--- src/rtl/bitwise_logic_unit_if.sv ---
// Operand/result stream bundle for bitwise_logic_unit.
// Define BITWISE_LOGIC_FLAGS_EN to add the parity and ones result flags.
interface bitwise_logic_unit_if #(
  parameter int unsigned WIDTH = 4
);
  logic             in_valid;
  logic             in_ready;
  logic [2:0]       op;
  logic             acc_sel;
  logic             acc_clr;
  logic [WIDTH-1:0] a;
  logic [WIDTH-1:0] b;
  logic             out_valid;
  logic             out_ready;
  logic [WIDTH-1:0] result;
  logic             zero;
`ifdef BITWISE_LOGIC_FLAGS_EN
  logic             parity;
  logic             ones;

  modport slave (
    input  in_valid, op, acc_sel, acc_clr, a, b, out_ready,
    output in_ready, out_valid, result, zero, parity, ones
  );
  modport master (
    output in_valid, op, acc_sel, acc_clr, a, b, out_ready,
    input  in_ready, out_valid, result, zero, parity, ones
  );
`else
  modport slave (
    input  in_valid, op, acc_sel, acc_clr, a, b, out_ready,
    output in_ready, out_valid, result, zero
  );
  modport master (
    output in_valid, op, acc_sel, acc_clr, a, b, out_ready,
    input  in_ready, out_valid, result, zero
  );
`endif
endinterface

--- src/rtl/bitwise_logic_unit.sv ---
// Registered 8-operation bitwise logic unit with an internal accumulator and valid/ready streams.
// Define BITWISE_LOGIC_FLAGS_EN to add registered parity and all-ones flags.
module bitwise_logic_unit #(
  parameter int unsigned      WIDTH   = 4,
  parameter logic [WIDTH-1:0] ACC_RST = '0
) (
  input logic                 clk,
  input logic                 rst_n,
  bitwise_logic_unit_if.slave bus
);

  localparam logic [2:0] OpAnd  = 3'b000;
  localparam logic [2:0] OpOr   = 3'b001;
  localparam logic [2:0] OpXor  = 3'b010;
  localparam logic [2:0] OpNand = 3'b011;
  localparam logic [2:0] OpNor  = 3'b100;
  localparam logic [2:0] OpXnor = 3'b101;
  localparam logic [2:0] OpAndn = 3'b110;
  localparam logic [2:0] OpNot  = 3'b111;

  logic             out_valid_q, out_valid_d;
  logic [WIDTH-1:0] result_q, result_d;
  logic             zero_q, zero_d;
  logic [WIDTH-1:0] acc_q, acc_d;
  logic             in_ready;
  logic             accept;
  logic [WIDTH-1:0] opnd_a;
  logic [WIDTH-1:0] res;

  // Ready while the output slot is empty or being drained this cycle.
  assign in_ready = !out_valid_q || bus.out_ready;
  assign accept   = bus.in_valid && in_ready;
  assign opnd_a   = bus.acc_sel ? acc_q : bus.a;

  always_comb begin
    res = '0;
    unique case (bus.op)
      OpAnd:   res = opnd_a & bus.b;
      OpOr:    res = opnd_a | bus.b;
      OpXor:   res = opnd_a ^ bus.b;
      OpNand:  res = ~(opnd_a & bus.b);
      OpNor:   res = ~(opnd_a | bus.b);
      OpXnor:  res = ~(opnd_a ^ bus.b);
      OpAndn:  res = opnd_a & ~bus.b;
      OpNot:   res = ~opnd_a;
      default: res = '0;
    endcase
  end

  always_comb begin
    out_valid_d = out_valid_q;
    result_d    = result_q;
    zero_d      = zero_q;
    acc_d       = acc_q;
    if (accept) begin
      out_valid_d = 1'b1;
      result_d    = res;
      zero_d      = (res == '0);
      acc_d       = res;
    end else begin
      if (bus.out_ready) out_valid_d = 1'b0;
      // A same-cycle accept takes priority over the clear.
      if (bus.acc_clr)   acc_d = ACC_RST;
    end
  end

  always_ff @(posedge clk or negedge rst_n) begin
    if (!rst_n) begin
      out_valid_q <= 1'b0;
      result_q    <= '0;
      zero_q      <= 1'b1;
      acc_q       <= ACC_RST;
    end else begin
      out_valid_q <= out_valid_d;
      result_q    <= result_d;
      zero_q      <= zero_d;
      acc_q       <= acc_d;
    end
  end

  assign bus.in_ready  = in_ready;
  assign bus.out_valid = out_valid_q;
  assign bus.result    = result_q;
  assign bus.zero      = zero_q;

`ifdef BITWISE_LOGIC_FLAGS_EN
  logic parity_q, parity_d;
  logic ones_q, ones_d;

  always_comb begin
    parity_d = parity_q;
    ones_d   = ones_q;
    if (accept) begin
      parity_d = ^res;
      ones_d   = &res;
    end
  end

  always_ff @(posedge clk or negedge rst_n) begin
    if (!rst_n) begin
      parity_q <= 1'b0;
      ones_q   <= 1'b0;
    end else begin
      parity_q <= parity_d;
      ones_q   <= ones_d;
    end
  end

  assign bus.parity = parity_q;
  assign bus.ones   = ones_q;
`endif

endmodule

--- src/flat_wrapper.sv ---
// flat-port wrapper written by rule: the top's interface ports become plain ports
module bitwise_logic_unit_flat 
#(
  parameter int unsigned      WIDTH   = 4,
  parameter logic [WIDTH-1:0] ACC_RST = '0
)
  (clk, rst_n, bus_in_valid, bus_op, bus_acc_sel, bus_acc_clr, bus_a, bus_b, bus_out_ready, bus_in_ready, bus_out_valid, bus_result, bus_zero);
  bitwise_logic_unit_if #(.WIDTH(WIDTH)) bus_i ();
  input logic clk;
  input logic rst_n;
  input wire logic [$bits(bus_i.in_valid)-1:0] bus_in_valid;
  input wire logic [$bits(bus_i.op)-1:0] bus_op;
  input wire logic [$bits(bus_i.acc_sel)-1:0] bus_acc_sel;
  input wire logic [$bits(bus_i.acc_clr)-1:0] bus_acc_clr;
  input wire logic [$bits(bus_i.a)-1:0] bus_a;
  input wire logic [$bits(bus_i.b)-1:0] bus_b;
  input wire logic [$bits(bus_i.out_ready)-1:0] bus_out_ready;
  output wire logic [$bits(bus_i.in_ready)-1:0] bus_in_ready;
  output wire logic [$bits(bus_i.out_valid)-1:0] bus_out_valid;
  output wire logic [$bits(bus_i.result)-1:0] bus_result;
  output wire logic [$bits(bus_i.zero)-1:0] bus_zero;
  assign bus_i.in_valid = bus_in_valid;
  assign bus_i.op = bus_op;
  assign bus_i.acc_sel = bus_acc_sel;
  assign bus_i.acc_clr = bus_acc_clr;
  assign bus_i.a = bus_a;
  assign bus_i.b = bus_b;
  assign bus_i.out_ready = bus_out_ready;
  assign bus_in_ready = bus_i.in_ready;
  assign bus_out_valid = bus_i.out_valid;
  assign bus_result = bus_i.result;
  assign bus_zero = bus_i.zero;
  bitwise_logic_unit #(.WIDTH(WIDTH), .ACC_RST(ACC_RST)) u_core (.clk(clk), .rst_n(rst_n), .bus(bus_i));
endmodule
--- config.mk ---
export PLATFORM = sky130hd
export DESIGN_NAME = bitwise_logic_unit_flat
export DESIGN_NICKNAME = d
export VERILOG_FILES = /design/src/rtl/bitwise_logic_unit_if.sv /design/src/rtl/bitwise_logic_unit.sv /design/src/flat_wrapper.sv
export SDC_FILE = /design/constraint.sdc
export NUM_CORES = 1
export LEC_CHECK = 0
export CAP_MARGIN = 20
export CORE_MARGIN = 1
export CORE_UTILIZATION = 45
export DETAILED_ROUTE_END_ITERATION = 16
export GPL_ROUTABILITY_DRIVEN = 0
export PLACE_DENSITY = 0.74
export SYNTH_ARGS = -nofsm -noshare
export SYNTH_HDL_FRONTEND = slang
export SYNTH_SLANG_ARGS = --single-unit
--- constraint.sdc ---
create_clock -name clk -period 2.3 [get_ports clk]
set_input_delay 0.46 -clock clk [delete_from_list [all_inputs] [get_ports clk]]
set_output_delay 0.46 -clock clk [all_outputs]
set_load 0.02 [all_outputs]
Metal 3:
Bar = 10 microns.
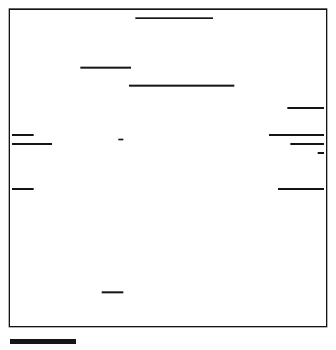
share of all routed wire = 3.7%
nets with wire on the layer = 11
longest straight run = 15.6 microns
wire length on this layer = 75.0 microns
main direction = horizontal
Via Count: 869
GR Layer Usage met3: 5.66%
total detailed-routing wirelength: 2.05 mm

==> run summary <==
Notes from the flow run.

Power and ir drop:
- The worst-case IR drop observed on VDD is 541 uV.
- The run gives the cell internal power dissipation as 0.416 mW.
- Sequential cells consume a total of 0.219 mW.
- The run puts the reported combinational group power at 0.271 mW.
- The clock network consumes a total of 0.125 mW.
- Ranked by power, first place goes to combinational logic.
- The run gives the post-route total power as 0.615 mW.

Logic synthesis:
- The run gives the sequential element share of the synthesized area as 26.6%.
- During synthesis, Yosys emitted a total of 0 warnings.
- Counting flops with a built-in enable in the synthesized netlist gives 0.
- For this run, the chip area from Yosys synthesis comes to 945 sq um.
- The run gives the portion of synthesized cell area occupied by the leading cell type as 23.8%.
- The run gives the post-synthesis register bit count as 10.
- The number of cells reported by Yosys stat comes to 106.
- The run puts the number of standard cells after synthesis at 106.
- The run gives the proportion of synthesized area in mux cells as 9.01%.
- The commonest register cell is sky130_fd_sc_hd__dfrtp_1.
- The run puts the fraction of registers with async set/reset at 100%.
- The commonest cells after synthesis are sky130_fd_sc_hd__ha_1 (12), sky130_fd_sc_hd__nand2_1 (12), sky130_fd_sc_hd__nor2_1 (10).

Hold path:
- The run gives the start point of the worst hold path as u_core.bus.zero$_DFFE_PN1P_.
- In the hold report, the worst path ends at u_core.bus.zero$_DFFE_PN1P_.
- The worst hold path passes through 2 cells.

Final timing:
- The run gives the worst clock skew on the final layout as 0.00525 ns.
- The run gives the smallest setup slack after layout as 0.158 ns.
- The run puts the worst slew margin relative to its limit at 71.1%.
- The run puts the total count of hold-check failures in the final report at 0.
- The run puts the final-layout worst hold slack at 0.471 ns.
- The run puts the number of slew-limit violations in the final report at 0.
- The run puts the share of the clock period used by the worst path after layout at 93.1%.

Floorplanning:
- The design received a total of 27 well taps at floorplan.
- The run gives the initial core utilization as 48.2%.

Cells and area:
- The layout has 37 buffers outside the clock class.
- The run gives the number of diodes as 0.
- The layout report lists the multi-input gate area as 642 sq um.
- The run puts the area of all placed cells without fillers at 1330 sq um.
- Excluding fillers, the count of instances in the completed layout stands at 170.
- The run puts the share of cell area taken by multi-input logic gates at 48.4%.
- The run gives the core utilization of the finished layout as 67.5%.
- The run puts the number of filler cells placed in the layout at 189.
- The largest cell class by area is logic gates.
- At the end of the flow, the number of nets in the layout was 173.
- Per the final report, the share of cell area in non-clock buffers is 25.2%.
- The run puts the number of logic gates at 82.
- Per the layout report, the design carries 10 non-clock inverters.
- The run gives the post-synthesis to final-layout area growth as 40.3%.

Flow run:
- Max-cap violations in this run came to 0.
- The run gives the OpenROAD warning count as 34.

Place:
- The run gives the number of placed cells counting well taps as 166.
- The run puts the pre-CTS worst setup slack at -0.341 ns.
- The run gives the quantity of I/O buffers inserted on ports as 23.
- The run gives the post-detailed-placement half-perimeter wirelength as 1.78 mm.

Drt:
- The script parses the final routing iteration and logs DRC violations as 0.
- For this block, wires on met1 add up to 969 microns.
- Detailed routing placed a total of 983 microns of wire on met2.
- The run puts the total met3 wirelength after detailed routing at 74 microns.
- The run puts the via count normalized by instance count at 5.11.
- The first routing iteration left 8 violations.
- The run gives the number of optimization iterations in the first detailed-route pass as 3.
- The run gives the count of nets left with antenna violations after detail routing as 0.

CTS:
- The run puts the maximum count of clock buffers along a single path at 2.
- The run puts the post-cts repair resize count at 5.
- CTS built an H-tree with a depth of 1.
- The run puts the number of clock sinks at 10.
- The run puts the clock slew at the register clock pins of the worst setup and hold paths at 0.06 ns.
- Clock latency on the worst-skew pair, taken at its later pin, is 0.27 ns.

Worst setup path:
- According to the timing report, the critical path is captured at bus_in_ready.
- In this design, the critical path's most frequently occurring cell is sky130_fd_sc_hd__clkdlybuf4s50_1.
- The worst setup path is of the input pin to primary output kind.
- Per the timing report, the biggest fanout along the worst path comes to 4.
- The run gives the maximum single-stage delay on the critical path as 0.62 ns.
- The run puts the cell depth of the worst flop-to-flop path at 7.
- The run gives the critical path endpoint category as a primary output.
- The run puts the data required time of the worst path at 1.84 ns.
- STA reports a reg2reg setup slack of 0.44 ns.
- STA classifies the critical path startpoint as an input pin.
- The endpoint identified for the worst register-to-register timing path is u_core.bus.zero$_DFFE_PN1P_.
- OpenSTA lists the critical path startpoint as bus_out_ready.

Global routing:
- Global route summary, busiest routing layer listed as met2.
- The run puts the total grt overflow at 0.
- The run gives the wire length of the first global-routing pass as 3.15 mm.

Outcome:
- The run finished with clean final reports.
Metal 2:
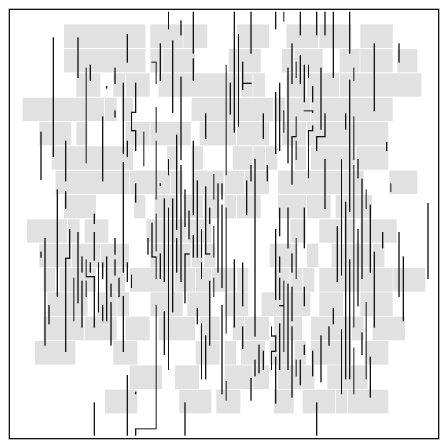
longest straight run = 19.7 microns
share of all routed wire = 48%
wire length on this layer = 983 microns
main direction = vertical
nets with wire on the layer = 144

Power is estimated from default activity; no workload was simulated.
